$ cat src/rtl/cache_dfp_arbiter_if.sv
// Bundle of the I-cache DFP, D-cache DFP and adapter-side signals around cache_dfp_arbiter.
// The slave modport is the arbiter's view; master is the view of the caches and adapter.
interface cache_dfp_arbiter_if #(
  parameter int ADDR_WIDTH = 32,
  parameter int DATA_WIDTH = 256
);
  logic [ADDR_WIDTH-1:0] i_dfp_addr;
  logic                  i_dfp_read;
  logic                  i_dfp_write;
  logic [DATA_WIDTH-1:0] i_dfp_wdata;
  logic [DATA_WIDTH-1:0] i_dfp_rdata;
  logic                  i_dfp_resp;

  logic [ADDR_WIDTH-1:0] d_dfp_addr;
  logic                  d_dfp_read;
  logic                  d_dfp_write;
  logic [DATA_WIDTH-1:0] d_dfp_wdata;
  logic [DATA_WIDTH-1:0] d_dfp_rdata;
  logic                  d_dfp_resp;

  logic [ADDR_WIDTH-1:0] mem_addr;
  logic                  mem_read;
  logic                  mem_write;
  logic [DATA_WIDTH-1:0] mem_wdata;
  logic [DATA_WIDTH-1:0] mem_rdata;
  logic                  mem_resp;

  logic                  arb_busy;
  logic                  arb_owner;

  modport slave (
    input  i_dfp_addr, i_dfp_read, i_dfp_write, i_dfp_wdata,
    output i_dfp_rdata, i_dfp_resp,
    input  d_dfp_addr, d_dfp_read, d_dfp_write, d_dfp_wdata,
    output d_dfp_rdata, d_dfp_resp,
    output mem_addr, mem_read, mem_write, mem_wdata,
    input  mem_rdata, mem_resp,
    output arb_busy, arb_owner
  );

  modport master (
    output i_dfp_addr, i_dfp_read, i_dfp_write, i_dfp_wdata,
    input  i_dfp_rdata, i_dfp_resp,
    output d_dfp_addr, d_dfp_read, d_dfp_write, d_dfp_wdata,
    input  d_dfp_rdata, d_dfp_resp,
    input  mem_addr, mem_read, mem_write, mem_wdata,
    output mem_rdata, mem_resp,
    input  arb_busy, arb_owner
  );
endinterface

$ cat src/rtl/cache_dfp_arbiter.sv
// Shares one cacheline_adapter port between I-cache and D-cache; grant held until mem_resp.
// Tie-break: ARB_ROUND_ROBIN_EN defined -> alternate vs last grant; undefined -> D-cache wins.
module cache_dfp_arbiter #(
  parameter int ADDR_WIDTH = 32,
  parameter int DATA_WIDTH = 256
) (
  input  logic               clk,
  input  logic               rst,
  cache_dfp_arbiter_if.slave bus
);
  typedef enum logic [1:0] {IDLE, GRANT_I, GRANT_D} state_e;

  state_e state_q, state_d;
  logic   rr_last_q, rr_last_d;
  logic   i_req, d_req, tie_pick_d;

  assign i_req = bus.i_dfp_read | bus.i_dfp_write;
  assign d_req = bus.d_dfp_read | bus.d_dfp_write;

`ifdef ARB_ROUND_ROBIN_EN
  assign tie_pick_d = ~rr_last_q;
`else
  assign tie_pick_d = 1'b1;
`endif

  always_ff @(posedge clk or negedge rst) begin
    if (!rst) begin
      state_q   <= IDLE;
      rr_last_q <= 1'b0;
    end else begin
      state_q   <= state_d;
      rr_last_q <= rr_last_d;
    end
  end

  always_comb begin
    state_d   = state_q;
    rr_last_d = rr_last_q;
    unique case (state_q)
      IDLE: begin
        if (i_req && d_req) state_d = tie_pick_d ? GRANT_D : GRANT_I;
        else if (d_req)     state_d = GRANT_D;
        else if (i_req)     state_d = GRANT_I;
        if (state_d != IDLE) rr_last_d = (state_d == GRANT_D);
      end
      GRANT_I, GRANT_D: begin
        if (bus.mem_resp) state_d = IDLE;
      end
      default: state_d = IDLE;
    endcase
  end

  // Line-aligned address: the adapter always moves a whole 32-byte line.
  always_comb begin
    bus.mem_addr    = '0;
    bus.mem_read    = 1'b0;
    bus.mem_write   = 1'b0;
    bus.mem_wdata   = '0;
    bus.i_dfp_resp  = 1'b0;
    bus.d_dfp_resp  = 1'b0;
    bus.i_dfp_rdata = bus.mem_rdata;
    bus.d_dfp_rdata = bus.mem_rdata;
    bus.arb_busy    = (state_q != IDLE);
    bus.arb_owner   = rr_last_q;
    unique case (state_q)
      GRANT_I: begin
        bus.mem_addr   = {bus.i_dfp_addr[ADDR_WIDTH-1:5], 5'b0};
        bus.mem_read   = bus.i_dfp_read;
        bus.mem_write  = bus.i_dfp_write;
        bus.mem_wdata  = bus.i_dfp_wdata;
        bus.i_dfp_resp = bus.mem_resp;
      end
      GRANT_D: begin
        bus.mem_addr   = {bus.d_dfp_addr[ADDR_WIDTH-1:5], 5'b0};
        bus.mem_read   = bus.d_dfp_read;
        bus.mem_write  = bus.d_dfp_write;
        bus.mem_wdata  = bus.d_dfp_wdata;
        bus.d_dfp_resp = bus.mem_resp;
      end
      default: ;
    endcase
  end

  i_rw_excl_a: assert property (@(posedge clk) disable iff (!rst)
    !(bus.i_dfp_read && bus.i_dfp_write));
  d_rw_excl_a: assert property (@(posedge clk) disable iff (!rst)
    !(bus.d_dfp_read && bus.d_dfp_write));
endmodule

$ cat src/flat_wrapper.sv
// flat-port wrapper written by rule: the top's interface ports become plain ports
module cache_dfp_arbiter_flat 
#(
  parameter int ADDR_WIDTH = 32,
  parameter int DATA_WIDTH = 256
)
  (clk, rst, bus_i_dfp_addr, bus_i_dfp_read, bus_i_dfp_write, bus_i_dfp_wdata, bus_i_dfp_rdata, bus_i_dfp_resp, bus_d_dfp_addr, bus_d_dfp_read, bus_d_dfp_write, bus_d_dfp_wdata, bus_d_dfp_rdata, bus_d_dfp_resp, bus_mem_addr, bus_mem_read, bus_mem_write, bus_mem_wdata, bus_mem_rdata, bus_mem_resp, bus_arb_busy, bus_arb_owner);
  cache_dfp_arbiter_if #(.ADDR_WIDTH(ADDR_WIDTH), .DATA_WIDTH(DATA_WIDTH)) bus_i ();
  input  logic clk;
  input  logic rst;
  input wire logic [$bits(bus_i.i_dfp_addr)-1:0] bus_i_dfp_addr;
  input wire logic [$bits(bus_i.i_dfp_read)-1:0] bus_i_dfp_read;
  input wire logic [$bits(bus_i.i_dfp_write)-1:0] bus_i_dfp_write;
  input wire logic [$bits(bus_i.i_dfp_wdata)-1:0] bus_i_dfp_wdata;
  output wire logic [$bits(bus_i.i_dfp_rdata)-1:0] bus_i_dfp_rdata;
  output wire logic [$bits(bus_i.i_dfp_resp)-1:0] bus_i_dfp_resp;
  input wire logic [$bits(bus_i.d_dfp_addr)-1:0] bus_d_dfp_addr;
  input wire logic [$bits(bus_i.d_dfp_read)-1:0] bus_d_dfp_read;
  input wire logic [$bits(bus_i.d_dfp_write)-1:0] bus_d_dfp_write;
  input wire logic [$bits(bus_i.d_dfp_wdata)-1:0] bus_d_dfp_wdata;
  output wire logic [$bits(bus_i.d_dfp_rdata)-1:0] bus_d_dfp_rdata;
  output wire logic [$bits(bus_i.d_dfp_resp)-1:0] bus_d_dfp_resp;
  output wire logic [$bits(bus_i.mem_addr)-1:0] bus_mem_addr;
  output wire logic [$bits(bus_i.mem_read)-1:0] bus_mem_read;
  output wire logic [$bits(bus_i.mem_write)-1:0] bus_mem_write;
  output wire logic [$bits(bus_i.mem_wdata)-1:0] bus_mem_wdata;
  input wire logic [$bits(bus_i.mem_rdata)-1:0] bus_mem_rdata;
  input wire logic [$bits(bus_i.mem_resp)-1:0] bus_mem_resp;
  output wire logic [$bits(bus_i.arb_busy)-1:0] bus_arb_busy;
  output wire logic [$bits(bus_i.arb_owner)-1:0] bus_arb_owner;
  assign bus_i.i_dfp_addr = bus_i_dfp_addr;
  assign bus_i.i_dfp_read = bus_i_dfp_read;
  assign bus_i.i_dfp_write = bus_i_dfp_write;
  assign bus_i.i_dfp_wdata = bus_i_dfp_wdata;
  assign bus_i_dfp_rdata = bus_i.i_dfp_rdata;
  assign bus_i_dfp_resp = bus_i.i_dfp_resp;
  assign bus_i.d_dfp_addr = bus_d_dfp_addr;
  assign bus_i.d_dfp_read = bus_d_dfp_read;
  assign bus_i.d_dfp_write = bus_d_dfp_write;
  assign bus_i.d_dfp_wdata = bus_d_dfp_wdata;
  assign bus_d_dfp_rdata = bus_i.d_dfp_rdata;
  assign bus_d_dfp_resp = bus_i.d_dfp_resp;
  assign bus_mem_addr = bus_i.mem_addr;
  assign bus_mem_read = bus_i.mem_read;
  assign bus_mem_write = bus_i.mem_write;
  assign bus_mem_wdata = bus_i.mem_wdata;
  assign bus_i.mem_rdata = bus_mem_rdata;
  assign bus_i.mem_resp = bus_mem_resp;
  assign bus_arb_busy = bus_i.arb_busy;
  assign bus_arb_owner = bus_i.arb_owner;
  cache_dfp_arbiter #(.ADDR_WIDTH(ADDR_WIDTH), .DATA_WIDTH(DATA_WIDTH)) u_core (.clk(clk), .rst(rst), .bus(bus_i));
endmodule
$ cat config.mk
export PLATFORM = sky130hd
export DESIGN_NAME = cache_dfp_arbiter_flat
export DESIGN_NICKNAME = d
export VERILOG_FILES = /design/src/rtl/cache_dfp_arbiter_if.sv /design/src/rtl/cache_dfp_arbiter.sv /design/src/flat_wrapper.sv
export SDC_FILE = /design/constraint.sdc
export NUM_CORES = 1
export LEC_CHECK = 0
export ABC_CLOCK_PERIOD_IN_PS = 1400
export CORE_AREA = 2 2 642 644
export CTS_CLUSTER_SIZE = 30
export DETAILED_ROUTE_END_ITERATION = 8
export DIE_AREA = 0 0 644 646
export PLACE_DENSITY = 0.3
export SETUP_SLACK_MARGIN = 0.4
export SYNTH_ARGS = -nofsm -noshare
export SYNTH_HDL_FRONTEND = slang
export SYNTH_SLANG_ARGS = --single-unit
$ cat constraint.sdc
create_clock -name clk -period 1.4 [get_ports clk]
set_input_delay 0.14 -clock clk [delete_from_list [all_inputs] [get_ports clk]]
set_output_delay 0.14 -clock clk [all_outputs]
set_load 0.02 [all_outputs]
Figure 1. Signal wires on met2 (run 1).
Drawn at 1 px/um.
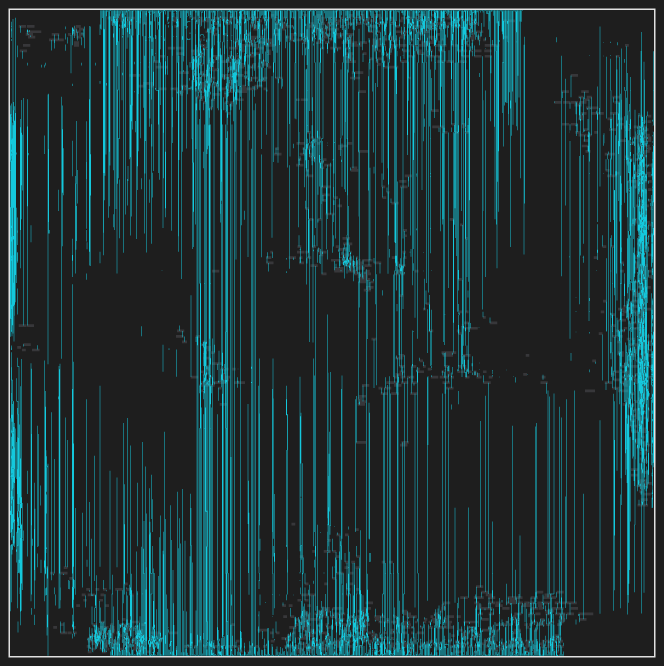
2389 nets have wire on it. The layer holds 46% of the routed length. The longest straight run is 579 um. The layer carries 129 mm of wire.

Figure 2. The clock network (run 1).
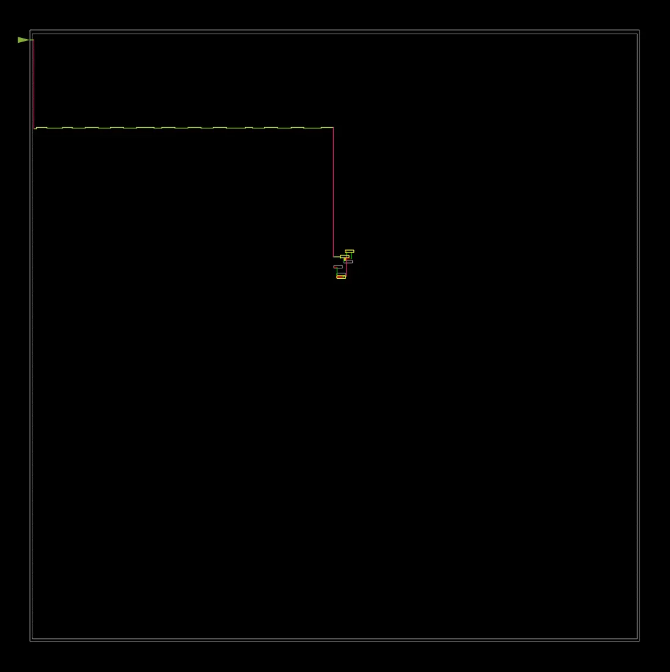
power drawn by the clock network: 453 uW
clock latency on the worst-skew pair: 0.23 ns
total CTS buffers: 3
number of flip-flops and latches: 3
Max Clock Skew: 0.000555 ns

Figure 3. Port wiring (run 1).
Drawn at 1 px/um.
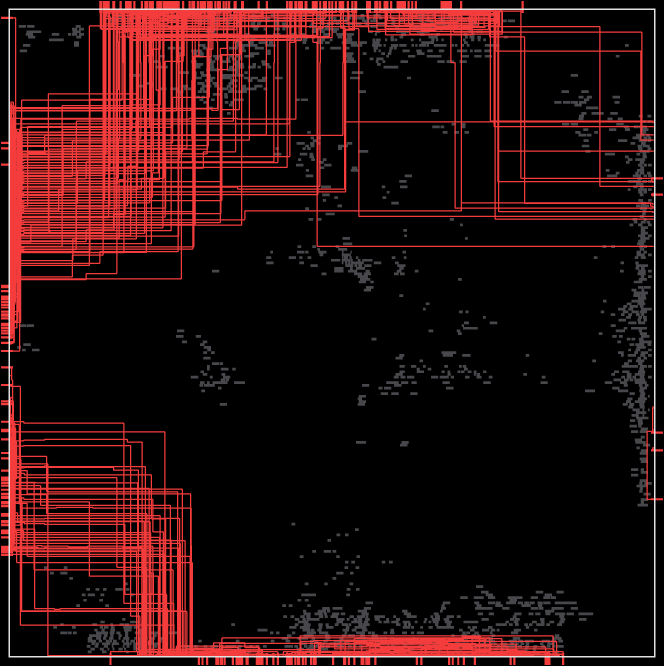
bus_d_dfp_rdata: in red, bits 256, direction output, edge 126 top, 63 left, 62 bottom, 5 right, end cells 0, wire 77.0 mm.

run 1: cells in the final DEF, fill, tap and decap left out:
cell                              count
sky130_fd_sc_hd__and2_1               1
sky130_fd_sc_hd__clkbuf_1             1
sky130_fd_sc_hd__clkbuf_2             1
sky130_fd_sc_hd__buf_16              28
sky130_fd_sc_hd__buf_8               14
sky130_fd_sc_hd__nor3_1               1
sky130_fd_sc_hd__dfrtp_1              3
sky130_fd_sc_hd__diode_2              9
sky130_fd_sc_hd__buf_6               54
sky130_fd_sc_hd__ha_4                 3
sky130_fd_sc_hd__a22oi_2            257
sky130_fd_sc_hd__nand2_1              1
sky130_fd_sc_hd__a22oi_1             28
sky130_fd_sc_hd__nand2b_1             1
sky130_fd_sc_hd__clkbuf_16           31
sky130_fd_sc_hd__nor2b_4            124
sky130_fd_sc_hd__or2_0                1
sky130_fd_sc_hd__and2_4               1
sky130_fd_sc_hd__inv_2                1
sky130_fd_sc_hd__buf_12             302
sky130_fd_sc_hd__clkdlybuf4s15_2      6
sky130_fd_sc_hd__nor2b_1             20
sky130_fd_sc_hd__buf_2               26
sky130_fd_sc_hd__inv_1                1
sky130_fd_sc_hd__o221ai_1             1
sky130_fd_sc_hd__inv_4                1
sky130_fd_sc_hd__nor2_1               2
sky130_fd_sc_hd__or3_1                1
sky130_fd_sc_hd__a21oi_1              3
sky130_fd_sc_hd__buf_4               94
sky130_fd_sc_hd__conb_1               5
sky130_fd_sc_hd__o22ai_1              1
sky130_fd_sc_hd__o21ai_0              1
sky130_fd_sc_hd__nor2b_2            141
sky130_fd_sc_hd__clkdlybuf4s50_1    572
==> run notes, run 1 <==
Implementation run completed; key figures follow.

GRT:
- The run gives the total congestion overflow after global routing as 0.
- On met1, the global router reports a usage of 8.99%.
- The via count of the first global-routing pass is 11.8k.
- The run puts the met2 track utilization from global routing at 21.0%.
- The initial antenna violation count was 203.
- The first global-routing pass estimated 298000 um of wire.

Finish:
- In the final layout, the multi-input gates occupy 6670 um2.
- The run puts the total number of nets in the final design at 2571.
- Per the layout area report, the sequential fraction of cell area is 0.262%.
- The run gives the biggest cell category by area in the final layout as buffers.
- For this run, the script counts the antenna cells in the layout as 9.
- The run gives the buffer count excluding the clock tree in the final layout as 1125.
- The sequential cells in the finished layout cover a total of 75.1 um2.
- The run puts the count of clock buffers in the final design at 4.
- The finished layout holds 7188 standard cells, fillers aside.
- The finished layout reports a core utilization of 7.01%.
- The run puts the area fraction of clock buffers and clock inverters at 0.275%.
- The run gives the fraction of final layout cells with drive strength greater than 1 as 62.7%.
- The run gives the area growth from synthesis to final layout as 229%.
- The run gives the count of fill cells added during filler insertion as 47.7k.
- The register with the most flip-flops in the layout has 2 of them.
- The run puts the buffer share of cell area at 52.2%.
- The run puts the share of cell area taken by multi-input logic gates at 23.3%.
- In the final layout, excluding clock inverters the inverter count is 3.
- Ranked by flip-flop count, first place goes to u_core.state_q.

Synth:
- The run gives the fraction of synthesized cell area taken by the top area cell type as 45.6%.
- Among the non-sequential cells, buffers and inverters take the most area.
- The run gives the yosys synthesis chip area as 8700 um2.
- The warning tally printed by Yosys for this design is 0.
- The run gives the post-synthesis sequential area ratio as 0.863%.
- The run puts the post-synthesis async set-or-reset flop share at 100%.
- By area the synthesized netlist is led by sky130_fd_sc_hd__buf_4 46%, sky130_fd_sc_hd__a22oi_1 24%, sky130_fd_sc_hd__nor2b_1 20%.
- The most used flip-flop cell after synthesis is sky130_fd_sc_hd__dfrtp_1.
- The run puts the post-synthesis register bit count at 3.
- The run puts the average cell area after synthesis at 7.20 um2.
- Yosys stat counts 1208 cells in the synthesized netlist.
- The largest total area in the synthesized netlist belongs to sky130_fd_sc_hd__buf_4.
- The run puts the share of synthesized cell area in full adder, half adder and majority cells at 0.431%.

Routing:
- The run gives the detail-routed net length per standard cell as 38.6 um.
- The run puts the sum of met3 wire segment lengths after detailed routing at 68700 um.
- The run gives the routed wire length as 277000 um.
- The run puts the starting DRC count in detailed routing at 754.
- The run gives the vias after detailed routing as 12.8k.
- The run gives the routed via count divided by cell count as 1.78.
- The highest layer touched by signal routing is met5.
- The run gives the remaining design rule violation count as 0.

Power:
- In this run, power in combinational logic comes to 64.8 mW.
- For this design the total switching power over the nets is 31.9 mW.
- The run puts the power share of the clock group at 0.7%.
- The script extracted a total leakage power of 8.38 nW.
- The run puts the overall power of the completed layout at 65.4 mW.
- Per report_power, the combinational group accounts for 99.0% of the total.
- The run gives the switching share of total power as 48.7%.
- The run puts the sequential-cell power consumption at 174 uW.
- The run puts the sequential share of power at 0.3%.
- Dividing total power by cell area gives a power density of 2280 nW/um2.
- The run puts the internal power at 33.5 mW.
- In the power breakdown, the biggest contributor is combinational logic.
- The run gives the peak supply drop as 0.729 mV.

Worst setup path:
- STA puts the critical path data arrival time at 2.38 ns.
- OpenSTA lists the critical path endpoint as bus_mem_wdata[5].
- By startpoint and endpoint, the worst setup path is classified as reg2out.
- For the worst flop-to-flop path, the logic depth is 11.
- The run puts the minimum setup slack among reg-to-reg paths at -0.71 ns.
- STA lists the startpoint of the worst register-to-register path as u_core.state_q[0]$_DFFE_PN0P_.
- The largest individual stage delay along the critical path comes from the cell sky130_fd_sc_hd__a22oi_2.
- For reference, the critical path is launched at u_core.state_q[0]$_DFFE_PN0P_.
- Per STA, the worst path is made up of buf_6, ha_4, buf_12, buf_16, buf_16, a22oi_2, nor2b_2, buf_12.
- Among cell families on the critical path, the largest total delay comes from buffers and inverters.
- The critical path runs through a total of 8 cells.
- The run puts the maximum cell stage delay along the critical path at 0.71 ns.
- Together, buffers and inverters on the worst path number 5.
- STA puts the critical path data required time at 1.26 ns.

Timing:
- The run puts the final period utilization at 180%.
- The run puts the tightest slew margin relative to the limit at 42.5%.
- The run gives the final worst setup slack as -1.12 ns.
- The final timing report counts setup violations totalling 290.
- Derived from the worst setup path, the maximum achievable clock frequency is 0.396 GHz.
- The run puts the post-route minimum period at 2.52 ns.
- The run gives the number of hold violations in the final report as 0.
- Setup repair after global routing could not meet its margin everywhere.
- The run puts the worst hold slack after final layout at 0.137 ns.
- The run gives the final number of max-transition violations as 0.

Clock tree:
- Clock tree synthesis found a total of 3 sinks.
- The number of setup buffers added after CTS is 31.
- The run gives the count of hold buffers inserted by post-cts repair as 0.
- TritonCTS built the clock tree.
- The run gives the cell at the root of the clock tree as sky130_fd_sc_hd__clkbuf_16.

Run status:
- The checks that failed: negative setup slack.
- The run finished, with violations left.

Place:
- Per the detailed placement report, the placed cell area equals 24400 um2.
- The run puts the post-placement cell count at 7027.
- The run gives the count of buffers from port buffering as 861.
- Summed over all nets, the half-perimeter wirelength after detailed placement is 256000 um.

Floorplan:
- The run puts the floorplan utilization at 2.13%.
- The run puts the core region area at 409000 um2.
- The run puts the count of boundary I/O pins at 1645.
- The run gives the inserted tap cell count as 5451.
- The run gives the die footprint as 416000 um2.
- The run puts the number of core rows at 235.
Figure 4. Clock network drawn from the DEF (run 1).
Drawn at 1 px/um.
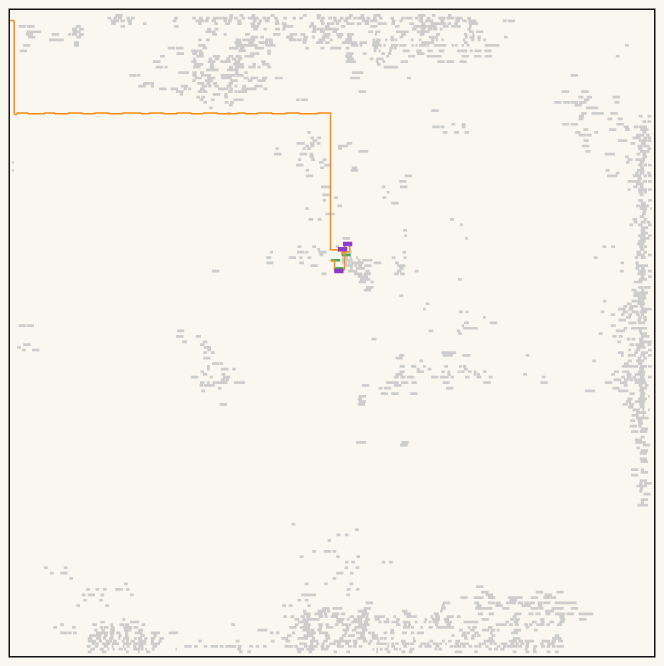

==> run 1 -> run 2 <==
--- a/config.mk
+++ b/config.mk
@@ -6,10 +6,10 @@
 export NUM_CORES = 1
 export LEC_CHECK = 0
 export ABC_CLOCK_PERIOD_IN_PS = 1400
-export CORE_AREA = 2 2 642 644
+export CORE_AREA = 4 4 644 646
 export CTS_CLUSTER_SIZE = 30
 export DETAILED_ROUTE_END_ITERATION = 8
-export DIE_AREA = 0 0 644 646
+export DIE_AREA = 0 0 648 650
 export PLACE_DENSITY = 0.3
 export SETUP_SLACK_MARGIN = 0.4
 export SYNTH_ARGS = -nofsm -noshare
Figure 5. Clock network drawn from the DEF (run 2).
Drawn at 1 px/um.
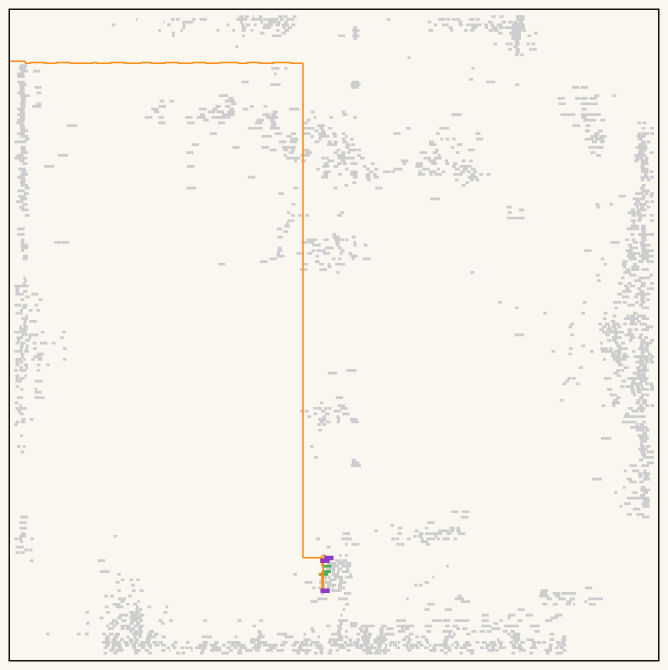
flip-flops: in green, count 3. clock-net drivers: in purple, count 3. clock wires: in orange, length 918 um.
There are 4 routed clock nets.

==> run 2 against run 1 <==
Effect of this change: the run still ends with negative setup slack left; cell area up 5.4%; worst setup slack better by 0.19 ns; total power up 13%; largest cell class unchanged.
==> run notes, run 2 <==
Implementation run completed; key figures follow.

Floorplan:
- The run puts the core region area at 409000 um2 (about the same).
- The count of boundary I/O pins was 1645 (unchanged).
- The run gives the floorplan utilization as 2.13% (about the same).
- The run puts the die outline width at 648 um (was 644 um).
- The y dimension of the die is 650 um (was 646 um).
- The run gives the number of core rows as 235 (unchanged).
- The run puts the die footprint at 421000 um2 (was 416000 um2).

GRT:
- The run puts the via count of the first global-routing pass at 12.8k (was 11.8k).
- The met1 track utilization from global routing is 9.64% (was 8.99%).
- The run puts the initial antenna violation count at 223 (was 203).
- The run gives the met3 usage in global routing as 12.8% (was 14.9%).
- The run puts the met2 track utilization from global routing at 19.3% (was 21.0%).
- The total congestion overflow after global routing was 0 (unchanged).
- The global-route usage over all layers is 11.9% (was 12.5%).
- The global routing's busiest layer is met2 (unchanged).
- The run puts the wire length of the first global-routing pass at 291000 um (was 298000 um).
- The run puts the pin count of the biggest net entering global routing at 35 (unchanged).

Synth:
- The post-synthesis async set-or-reset flop share is 100% (unchanged).
- The run gives the top flip-flop cell by instance count after synthesis as sky130_fd_sc_hd__dfrtp_1 (unchanged).
- The number of cells in the yosys synthesis report was 1208 (unchanged).
- The run gives the post-synthesis register bit count as 3 (unchanged).
- The run gives the cell accounting for the most synthesized area as sky130_fd_sc_hd__buf_4 (unchanged).
- Post-synth top cells: 528 x sky130_fd_sc_hd__buf_4, 285 x sky130_fd_sc_hd__nor2b_1, 275 x sky130_fd_sc_hd__a22oi_1, 32 x sky130_fd_sc_hd__buf_2, 27 x sky130_fd_sc_hd__clkbuf_1 (unchanged).
- The run gives the average cell area after synthesis as 7.20 um2 (unchanged).
- Synth area leaders: sky130_fd_sc_hd__buf_4 46%, sky130_fd_sc_hd__a22oi_1 24%, sky130_fd_sc_hd__nor2b_1 20% (unchanged).
- The run gives the yosys synthesis chip area as 8700 um2 (unchanged).
- The post-synthesis sequential area ratio came to 0.863% (unchanged).
- The total of warnings raised by yosys came to 0 (unchanged).
- The run gives the fraction of synthesized cell area taken by the top area cell type as 45.6% (unchanged).
- The run gives the most numerous cell in the Yosys netlist as sky130_fd_sc_hd__buf_4 (unchanged).
- The run puts the count of library flops with an enable pin at 0 (unchanged).
- The count of distinct cell types in the synthesized netlist came to 22 (unchanged).

Worst setup path:
- The run gives the capturing element type of the critical path as a primary output (unchanged).
- The required time reported for the critical path endpoint came to 1.26 ns (about the same).
- The startpoint type of the worst setup path is a flip-flop (unchanged).
- The run gives the top fanout value on the critical path as 8 (was 6).
- The data arrival time of the worst path came to 2.19 ns (was 2.38 ns).
- The worst flop-to-flop path startpoint was u_core.state_q[1]$_DFFE_PN0P_ (was u_core.state_q[0]$_DFFE_PN0P_).
- The start point of the critical path is u_core.state_q[1]$_DFFE_PN0P_ (was u_core.state_q[0]$_DFFE_PN0P_).
- The run gives the path depth of the worst reg2reg path as 11 (unchanged).
- The timing endpoint of the critical path is bus_mem_wdata[7] (was bus_mem_wdata[5]).
- The kind of critical path is reg2out (unchanged).
- The run gives the minimum setup slack among reg-to-reg paths as -0.61 ns (was -0.71 ns).
- The endpoint of the lowest-slack register-to-register path is u_core.state_q[1]$_DFFE_PN0P_ (unchanged).

Routing:
- The run puts the amount of wire on met2 after detailed routing at 120000 um (was 129000 um).
- The run puts the sum of met3 wire segment lengths after detailed routing at 60700 um (was 68700 um).
- The run puts the starting DRC count in detailed routing at 765 (was 754).
- The run puts the remaining design rule violation count at 0 (unchanged).
- The run gives the count of nets left with antenna violations after detail routing as 0 (unchanged).
- The routed wire length is 266000 um (was 277000 um).
- The run puts the detail-routed net length per standard cell at 36.5 um (was 38.6 um).
- The vias after detailed routing came to 13.2k (was 12.8k).
- The run puts the routed via count divided by cell count at 1.81 (was 1.78).
- The highest metal layer used by the detailed router was met5 (unchanged).

Place:
- The run puts the count of buffers from port buffering at 861 (unchanged).
- The run gives the final weighted congestion of routability-driven global placement as 0.879 (was 0.861).
- The estimated wirelength of the detail-placed design came to 240000 um (was 256000 um).
- The run puts the placed standard-cell area at 24800 um2 (was 24400 um2).
- The post-placement cell count was 7066 (was 7027).
- The post-placement worst setup slack came to -1.15 ns (was -1.48 ns).

Timing:
- The run puts the number of hold violations in the final report at 0 (unchanged).
- The final number of max-transition violations is 0 (unchanged).
- The run gives the clock skew after layout as 0.00122 ns (was 0.000555 ns).
- The run puts the final worst setup slack at -0.934 ns (was -1.12 ns).
- The tightest slew margin relative to the limit was 64.8% (was 42.5%).
- The run puts the highest attainable clock frequency at 0.428 GHz (was 0.396 GHz).
- The run puts the final period utilization at 167% (was 180%).
- Unrepaired setup endpoints after global routing: yes (unchanged).
- The transition time at the pin with the least slew margin is 0.528 ns (was 0.863 ns).
- The run gives the aggregate negative setup slack as -233.58 ns (was -240.59 ns).
- The run puts the final setup violation count at 290 (unchanged).
- The post-route minimum period came to 2.33 ns (was 2.52 ns).

Finish:
- The most frequent logic cell in the layout is sky130_fd_sc_hd__clkdlybuf4s50_1 (unchanged).
- The run gives the cell area after layout as 30200 um2 (was 28700 um2).
- The run gives the count of fill cells added during filler insertion as 47.6k (was 47.7k).
- The run gives the total number of nets in the final design as 2643 (was 2571).
- The largest register by flop count is u_core.state_q (unchanged).
- Top Layout Cells: 572 x sky130_fd_sc_hd__clkdlybuf4s50_1, 288 x sky130_fd_sc_hd__buf_12, 245 x sky130_fd_sc_hd__a22oi_2 (was 572 x sky130_fd_sc_hd__clkdlybuf4s50_1, 302 x sky130_fd_sc_hd__buf_12, 257 x sky130_fd_sc_hd__a22oi_2).
- The tally of non-filler cells in the final layout is 7274 (was 7188).
- The run puts the area growth from synthesis to final layout at 247% (was 229%).
- The run puts the final cell utilization of the core at 7.38% (was 7.01%).
- The run puts the flip-flop count of the largest register, all copies and words added at 2 (unchanged).
- The fraction of final layout cells with drive strength greater than 1 was 64.3% (was 62.7%).

Flow run:
- The run puts the total number of warnings across the stage logs at 42 (was 41).
- The total of max-cap violations came to 0 (unchanged).

Clock tree:
- The run gives the number of buffers between clock root and the deepest sink as 2 (unchanged).
- The run gives the count of hold buffers inserted by post-cts repair as 0 (unchanged).
- The TritonCTS clock tree was built (unchanged).
- The depth of the CTS H-tree was 1 (unchanged).
- The count of clock tree sinks was 3 (unchanged).
- The run gives the register clock-pin slew on the reported worst setup and hold paths as 0.03 ns (about the same).
- The run puts the clock insertion delay at the later pin of the skew report at 0.24 ns (was 0.23 ns).
- The cell at the root of the clock tree is sky130_fd_sc_hd__clkbuf_16 (unchanged).
- The number of clock buffers inserted by TritonCTS came to 3 (unchanged).

Power:
- The static power due to leakage came to 9.17 nW (was 8.38 nW).
- The run gives the total power per unit cell area as 2440 nW/um2 (was 2280 nW/um2).
- The run gives the peak supply drop as 1.06 mV (was 0.729 mV).

Run status:
- Violations in the final reports: negative setup slack (unchanged).
- Run status: finished with violations (unchanged).

Min path:
- The run gives the worst min-delay path category as in2async (unchanged).
## run 2: kinds of logic after synthesis
group / share of synthesized area, %
other: 0.0431
AND/OR/NAND/NOR: 21.0
AND-OR/OR-AND: 25.6
flip-flops: 0.863
buffers and inverters: 52.1
adder cells (fa/ha/maj): 0.431
## run 2: area by class of cell
| type | count | area (um2) | area share, % |
|---|---|---|---|
| Antenna cell | 23 | 57.6 | 0.191 |
| Clock buffer | 4 | 78.8 | 0.261 |
| Inverter | 3 | 13.8 | 0.0456 |
| Multi-Input combinational cell | 593 | 7110 | 23.5 |
| Sequential cell | 3 | 76.3 | 0.253 |
| Tap cell | 5451 | 6820 | 22.6 |
| Timing Repair Buffer | 1197 | 16000 | 53.1 |
## run 2: power by group
group,internal [mW],switching [mW]
registers,0.132,0.0664
logic,38.7,34.4
clock network,0.376,0.0876
## run 2: through the flow
step	hold slack (ns)	power, mW
6_report	0.108	73.8
2_1_floorplan	-0.156	21.1
5_1_grt	0.118	77.3
3_3_place_gp	0.280	51.6
4_1_cts	0.105	66.5
3_5_place_dp	0.280	51.5
## run 2: repair_timing
action	4_1_cts	5_1_grt
gates cloned	27	27
pin swaps	17	31
buffers inserted	74	53
resized	517	302
endpoints found under the setup margin	291	291
## run 2: worst max-delay path, cell delays in order, from the launching register on
cell	delay (ns)
sky130_fd_sc_hd__dfrtp_1	0.40
sky130_fd_sc_hd__buf_6	0.14
sky130_fd_sc_hd__ha_4	0.18
sky130_fd_sc_hd__buf_8	0.13
sky130_fd_sc_hd__buf_16	0.16
sky130_fd_sc_hd__buf_16	0.17
sky130_fd_sc_hd__buf_12	0.14
sky130_fd_sc_hd__clkbuf_16	0.17
sky130_fd_sc_hd__a22oi_2	0.23
sky130_fd_sc_hd__nor2b_4	0.07
sky130_fd_sc_hd__buf_12	0.15
No activity file was given, so power comes from the tool's default toggle rates.
